### config.mk
export PLATFORM = sky130hd
export DESIGN_NAME = xor_slice_scheduler
export DESIGN_NICKNAME = d
export VERILOG_FILES = /design/src/rtl/xor_sched_pkg.sv /design/src/rtl/xor_slice_scheduler_rr_arbiter.sv /design/src/rtl/xor_slice_scheduler.sv
export SDC_FILE = /design/constraint.sdc
export NUM_CORES = 1
export LEC_CHECK = 0
export CAP_MARGIN = 20
export CORE_MARGIN = 2
export CORE_UTILIZATION = 53
export DETAILED_ROUTE_END_ITERATION = 16
export GPL_TIMING_DRIVEN = 0
export PLACE_DENSITY = 0.95
export SETUP_SLACK_MARGIN = 0.2
export SYNTH_ARGS = -nofsm -noshare
export SYNTH_HDL_FRONTEND = slang
export SYNTH_SLANG_ARGS = --single-unit
### constraint.sdc
create_clock -name clk -period 6.1 [get_ports clk]
set_input_delay 0.915 -clock clk [delete_from_list [all_inputs] [get_ports clk]]
set_output_delay 0.915 -clock clk [all_outputs]
set_load 0.01 [all_outputs]
### src/rtl/xor_sched_pkg.sv
// Shared types and defaults for the XOR slice scheduler.
package xor_sched_pkg;

  typedef enum logic [1:0] {
    IDLE = 2'd0,
    RUN  = 2'd1,
    DONE = 2'd2
  } state_t;

  localparam int unsigned DEFAULT_NUM_REQ    = 4;
  localparam int unsigned DEFAULT_DATA_WIDTH = 16;
  localparam int unsigned DEFAULT_LANES      = 4;

  // Number of slice passes needed to cover one operand.
  function automatic int unsigned beats(input int unsigned data_width,
                                        input int unsigned lanes);
    return data_width / lanes;
  endfunction

endpackage

### src/rtl/xor_slice_scheduler_rr_arbiter.sv
// Combinational round-robin arbiter: first set request at or above i_ptr,
// wrapping around. The pointer register lives in the scheduler.
module xor_slice_scheduler_rr_arbiter
  import xor_sched_pkg::*;
#(
  parameter  int unsigned NUM_REQ = DEFAULT_NUM_REQ,
  localparam int unsigned IDW     = (NUM_REQ > 1) ? $clog2(NUM_REQ) : 1
) (
  input  logic [NUM_REQ-1:0] i_req,
  input  logic [IDW-1:0]     i_ptr,
  output logic [NUM_REQ-1:0] o_grant,
  output logic [IDW-1:0]     o_idx,
  output logic               o_any
);

  // One spare bit so ptr + offset can exceed NUM_REQ before the wrap.
  logic [IDW:0] w_pos;

  // Scan from the pointer upward and take the first pending request.
  always_comb begin
    o_grant = '0;
    o_idx   = '0;
    o_any   = 1'b0;
    w_pos   = '0;
    for (int unsigned k = 0; k < NUM_REQ; k++) begin
      w_pos = {1'b0, i_ptr} + (IDW+1)'(k);
      if (w_pos >= (IDW+1)'(NUM_REQ)) begin
        w_pos = w_pos - (IDW+1)'(NUM_REQ);
      end
      if (!o_any && i_req[w_pos[IDW-1:0]]) begin
        o_any                     = 1'b1;
        o_grant[w_pos[IDW-1:0]]   = 1'b1;
        o_idx                     = w_pos[IDW-1:0];
      end
    end
  end

endmodule

### src/rtl/xor_slice_scheduler.sv
// Shares one external 4-lane XOR slice among NUM_REQ requesters, walking
// each operand through the slice one nibble per clock, LSB nibble first.
module xor_slice_scheduler
  import xor_sched_pkg::*;
#(
  parameter  int unsigned NUM_REQ    = DEFAULT_NUM_REQ,
  parameter  int unsigned DATA_WIDTH = DEFAULT_DATA_WIDTH,
  parameter  int unsigned LANES      = DEFAULT_LANES,
  localparam int unsigned BEATS      = beats(DATA_WIDTH, LANES),
  localparam int unsigned IDW        = (NUM_REQ > 1) ? $clog2(NUM_REQ) : 1,
  localparam int unsigned BW         = (BEATS > 1) ? $clog2(BEATS) : 1
) (
  input  logic                          clk,
  input  logic                          rst_n,
  input  logic [NUM_REQ-1:0]            req_valid,
  output logic [NUM_REQ-1:0]            req_ready,
  input  logic [NUM_REQ-1:0]            req_inv,
  input  logic [NUM_REQ*DATA_WIDTH-1:0] req_a,
  input  logic [NUM_REQ*DATA_WIDTH-1:0] req_b,
  output logic                          rsp_valid,
  input  logic                          rsp_ready,
  output logic [IDW-1:0]                rsp_id,
  output logic [DATA_WIDTH-1:0]         rsp_data,
  output logic                          rsp_zero,
  output logic                          busy,
  output logic [LANES-1:0]              slice_a,
  output logic [LANES-1:0]              slice_b,
  input  logic [LANES-1:0]              slice_y
);

  state_t                r_state;
  logic [IDW-1:0]        r_ptr;
  logic [BW-1:0]         r_beat;
  logic [IDW-1:0]        r_id;
  logic [DATA_WIDTH-1:0] r_a;
  logic [DATA_WIDTH-1:0] r_b;
  logic [DATA_WIDTH-1:0] r_result;
  logic [DATA_WIDTH-1:0] r_rsp_data;
  logic [IDW-1:0]        r_rsp_id;
  logic                  r_rsp_zero;

  logic [NUM_REQ-1:0]    w_grant;
  logic [IDW-1:0]        w_gidx;
  logic                  w_any;
  logic [DATA_WIDTH-1:0] w_result_next;

  xor_slice_scheduler_rr_arbiter #(
    .NUM_REQ (NUM_REQ)
  ) u_arb (
    .i_req   (req_valid),
    .i_ptr   (r_ptr),
    .o_grant (w_grant),
    .o_idx   (w_gidx),
    .o_any   (w_any)
  );

  // Accept strobe: only in IDLE, and forced low while reset is held so a
  // waiting requester never sees a grant during reset.
  always_comb begin
    req_ready = '0;
    if (rst_n && (r_state == IDLE)) begin
      req_ready = w_grant;
    end
  end

  // Result register with the current beat's slice output merged in.
  always_comb begin
    w_result_next = r_result;
    w_result_next[r_beat*LANES +: LANES] = slice_y;
  end

  // Slice inputs carry the current nibble only while running.
  always_comb begin
    slice_a = '0;
    slice_b = '0;
    if (r_state == RUN) begin
      slice_a = r_a[r_beat*LANES +: LANES];
      slice_b = r_b[r_beat*LANES +: LANES];
    end
  end

  // Control FSM: accept in IDLE, one nibble per clock in RUN, hold in DONE.
  always_ff @(posedge clk or negedge rst_n) begin
    if (!rst_n) begin
      r_state    <= IDLE;
      r_ptr      <= '0;
      r_beat     <= '0;
      r_id       <= '0;
      r_a        <= '0;
      r_b        <= '0;
      r_result   <= '0;
      r_rsp_data <= '0;
      r_rsp_id   <= '0;
      r_rsp_zero <= 1'b0;
    end else begin
      case (r_state)
        IDLE: begin
          if (w_any) begin
            r_a      <= req_a[w_gidx*DATA_WIDTH +: DATA_WIDTH];
            // NOT a is a XOR all-ones, so inversion reuses the XOR path.
            r_b      <= req_inv[w_gidx] ? '1 : req_b[w_gidx*DATA_WIDTH +: DATA_WIDTH];
            r_id     <= w_gidx;
            r_result <= '0;
            r_beat   <= '0;
            r_state  <= RUN;
          end
        end
        RUN: begin
          r_result <= w_result_next;
          if (r_beat == BW'(BEATS - 1)) begin
            r_beat     <= '0;
            r_rsp_data <= w_result_next;
            r_rsp_zero <= (w_result_next == '0);
            r_rsp_id   <= r_id;
            r_state    <= DONE;
          end else begin
            r_beat <= r_beat + 1'b1;
          end
        end
        DONE: begin
          if (rsp_ready) begin
            r_ptr   <= (r_id == IDW'(NUM_REQ - 1)) ? '0 : r_id + 1'b1;
            r_state <= IDLE;
          end
        end
        default: r_state <= IDLE;
      endcase
    end
  end

  assign rsp_valid = (r_state == DONE);
  assign busy      = (r_state != IDLE);
  assign rsp_data  = r_rsp_data;
  assign rsp_id    = r_rsp_id;
  assign rsp_zero  = r_rsp_zero;

endmodule

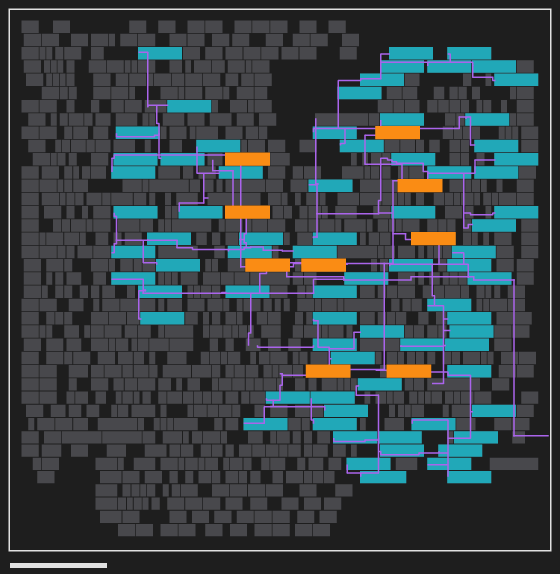
run_1/clk_routes.png
Scale bar: 20 microns.
legend:
  clock wires:
    colour: purple
    length: 995 microns
  clock drivers:
    colour: orange
    count: 9
  flip-flops:
    colour: cyan
    count: 75
routed clock nets: 10

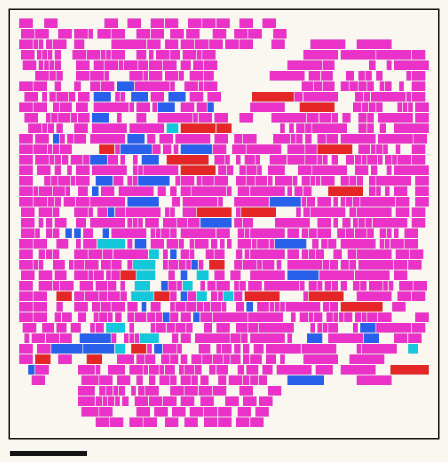
run_1/sizes.png
Scale bar: 20 microns.
legend:
  _2 cells:
    colour: blue
    cells: 44
  _0 and _1 cells:
    colour: magenta
    cells: 798
  _6 and larger:
    colour: red
    cells: 22
  _3 and _4 cells:
    colour: cyan
    cells: 15
Area Overhead vs Synth: 36.8%
Signal buffers: 238
final instance area: 8280 sq um

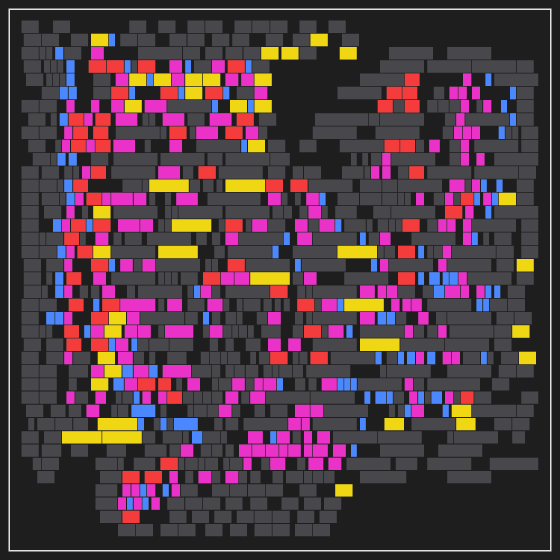
run_1/logic_types.png
legend:
  multiplexers:
    colour: yellow
    cells: 41
    most_used: mux2i_1
    where: all over the die
  inverting AOI/OAI gates:
    colour: magenta
    cells: 172
    most_used: o21ai_0
    where: all over the die
  NAND gates:
    colour: blue
    cells: 99
    most_used: nand2_1
    where: all over the die
  AND-OR and OR-AND gates:
    colour: red
    cells: 63
    most_used: a211o_1
Comb area share: 45.8%
dominant logic cell type in the layout: clkdlybuf4s50_1
Post-Layout Cell Count: 1022

==> flow_summary_export.csv, run 1 <==
group,metric,value,unit
outcome,status,"finished, final reports clean",
logic_synthesis,postSynthSeqShare,31.0,%
cells_and_area,inv_count,7,
job,warnings,37,
grt,met3_usage,6.94,%
critical_path,r2r_cells,15,
critical_path,path_max_fanout,21,
critical_path,cp-end-kind,"output pin",
cells_and_area,drive_above_1_share,9.22,%
clocking,htreeDepth,3,
grt,grt_usage,32.0,%
logic_synthesis,yosys-stat-area,6050,sq um
logic_synthesis,syn_area,6050,sq um
power,switching_share,46.2,%
critical_path,rr_endpoint,"r_a[13]",
final_timing,fin_crit,5.64,ns
logic_synthesis,synth.comb.largest_family,"AND-OR/OR-AND gates",
logic_synthesis,fp_nets,853,
logic_synthesis,yosys.area_share.simple,21.0,%
place,place_worst_setup_slack,0.198,ns
critical_path,ff2ff_setup_slack,1.80,ns
job,drv_cap,0,
final_timing,finalWorstSetupSlack,0.464,ns
cells_and_area,seq_area,1880,sq um
clocking,cts_resized,0,
power,leakage,3.31,nW
cells_and_area,comb_area,3790,sq um
critical_path,crit_type,"flip-flop to output pin",
routing,top_layer,"met4",
routing,drtIter0Drc,787,
critical_path,path_buffers,9,
logic_synthesis,synth_cell_type_count,60,
cells_and_area,num_antenna_cells,0,
power,switchingPower,2.00,mW
grt,met2_usage,55.0,%
critical_path,crit_slowest_cell,"mux4_2",
==> run 1 -> run 2 <==
--- a/config.mk
+++ b/config.mk
@@ -11,6 +11,7 @@
 export DETAILED_ROUTE_END_ITERATION = 16
 export GPL_TIMING_DRIVEN = 0
 export PLACE_DENSITY = 0.95
+export RECOVER_POWER = 50
 export SETUP_SLACK_MARGIN = 0.2
 export SYNTH_ARGS = -nofsm -noshare
 export SYNTH_HDL_FRONTEND = slang
==> run 2 against run 1 <==
Net effect:
- the run now ends with capacitance limit, slew limit left
- sequential share of layout area increased by 0.076 points
- clock skew about the same
- wire length decreased by 0.11%
- global-route usage unchanged
- clock power about the same
- via count increased by 0.27%
- critical path type unchanged
- critical endpoint unchanged
- largest power group unchanged
- highest routed layer unchanged
==> flow_summary_export.csv, run 2 <==
group,metric,value,unit
grt,met2_usage,55.0,%
cells_and_area,inv_count,7,
critical_path,path_max_fanout,21,
routing,route.met2.wl,9720,microns
routing,drtIter0Drc,807,
final_timing,finalMaxSlewViolations,63,
logic_synthesis,synth.comb.largest_family,"AND-OR/OR-AND gates",
outcome,violations,"capacitance limit, slew limit",
outcome,status,"complete, but fails checks",
power,p_int,2.32,mW
power,switchingPower,2.00,mW
cells_and_area,design_area,8250,sq um
final_timing,fin_crit,5.63,ns
routing,wl_met1,7430,microns
grt,grt_usage,32.0,%
critical_path,ff2ff_setup_slack,1.81,ns
logic_synthesis,synth_cell_type_count,60,
final_timing,max_freq,177,MHz
logic_synthesis,fp_nets,853,
cells_and_area,syn2layout_area_growth,36.3,%
cells_and_area,comb_area,3790,sq um
clocking,cts_resized,0,
routing,wl_met3,2300,microns
critical_path,path_buffers,9,
logic_synthesis,yosys-stat-area,6050,sq um
job,warnings,37,
critical_path,crit_type,"flip-flop to output pin",
cells_and_area,drive_above_1_share,8.99,%
logic_synthesis,ys.flops,75,
clocking,htreeDepth,3,
cells_and_area,nonClockBufferCount,238,
routing,drc,0,
power,switching_share,46.3,%
logic_synthesis,mux_area_share,9.12,%
logic_synthesis,postSynthSeqShare,31.0,%
grt,met3_usage,6.94,%
logic_synthesis,synth_warnings,0,
power,total_power,4.32,mW
cells_and_area,finalNonFillerCells,1022,
cells_and_area,seq_area,1880,sq um
final_timing,finalWorstSetupSlack,0.466,ns
cells_and_area,num_antenna_cells,0,
logic_synthesis,yosys.area_share.simple,21.0,%
critical_path,rr_endpoint,"r_a[13]",
critical_path,cp-end-kind,"output pin",
logic_synthesis,syn_area,6050,sq um
job,drv_cap,1,
critical_path,crit_slowest_cell,"mux4_2",
cells_and_area,final_common_cell,"clkdlybuf4s50_1",
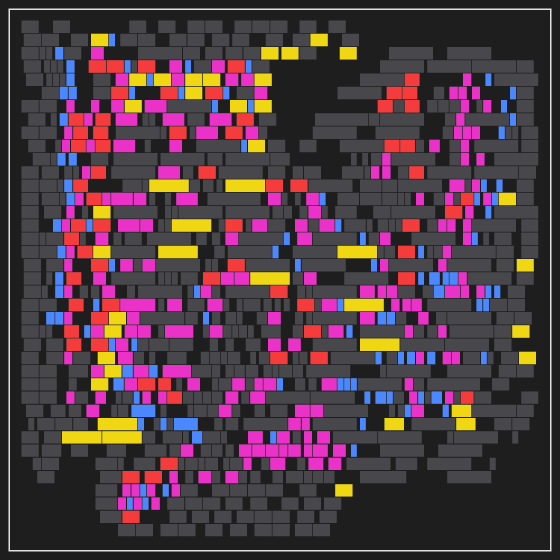
run_2/logic_types.png
Comb area share: 45.9%

No activity file was given, so power comes from the tool's default toggle rates.
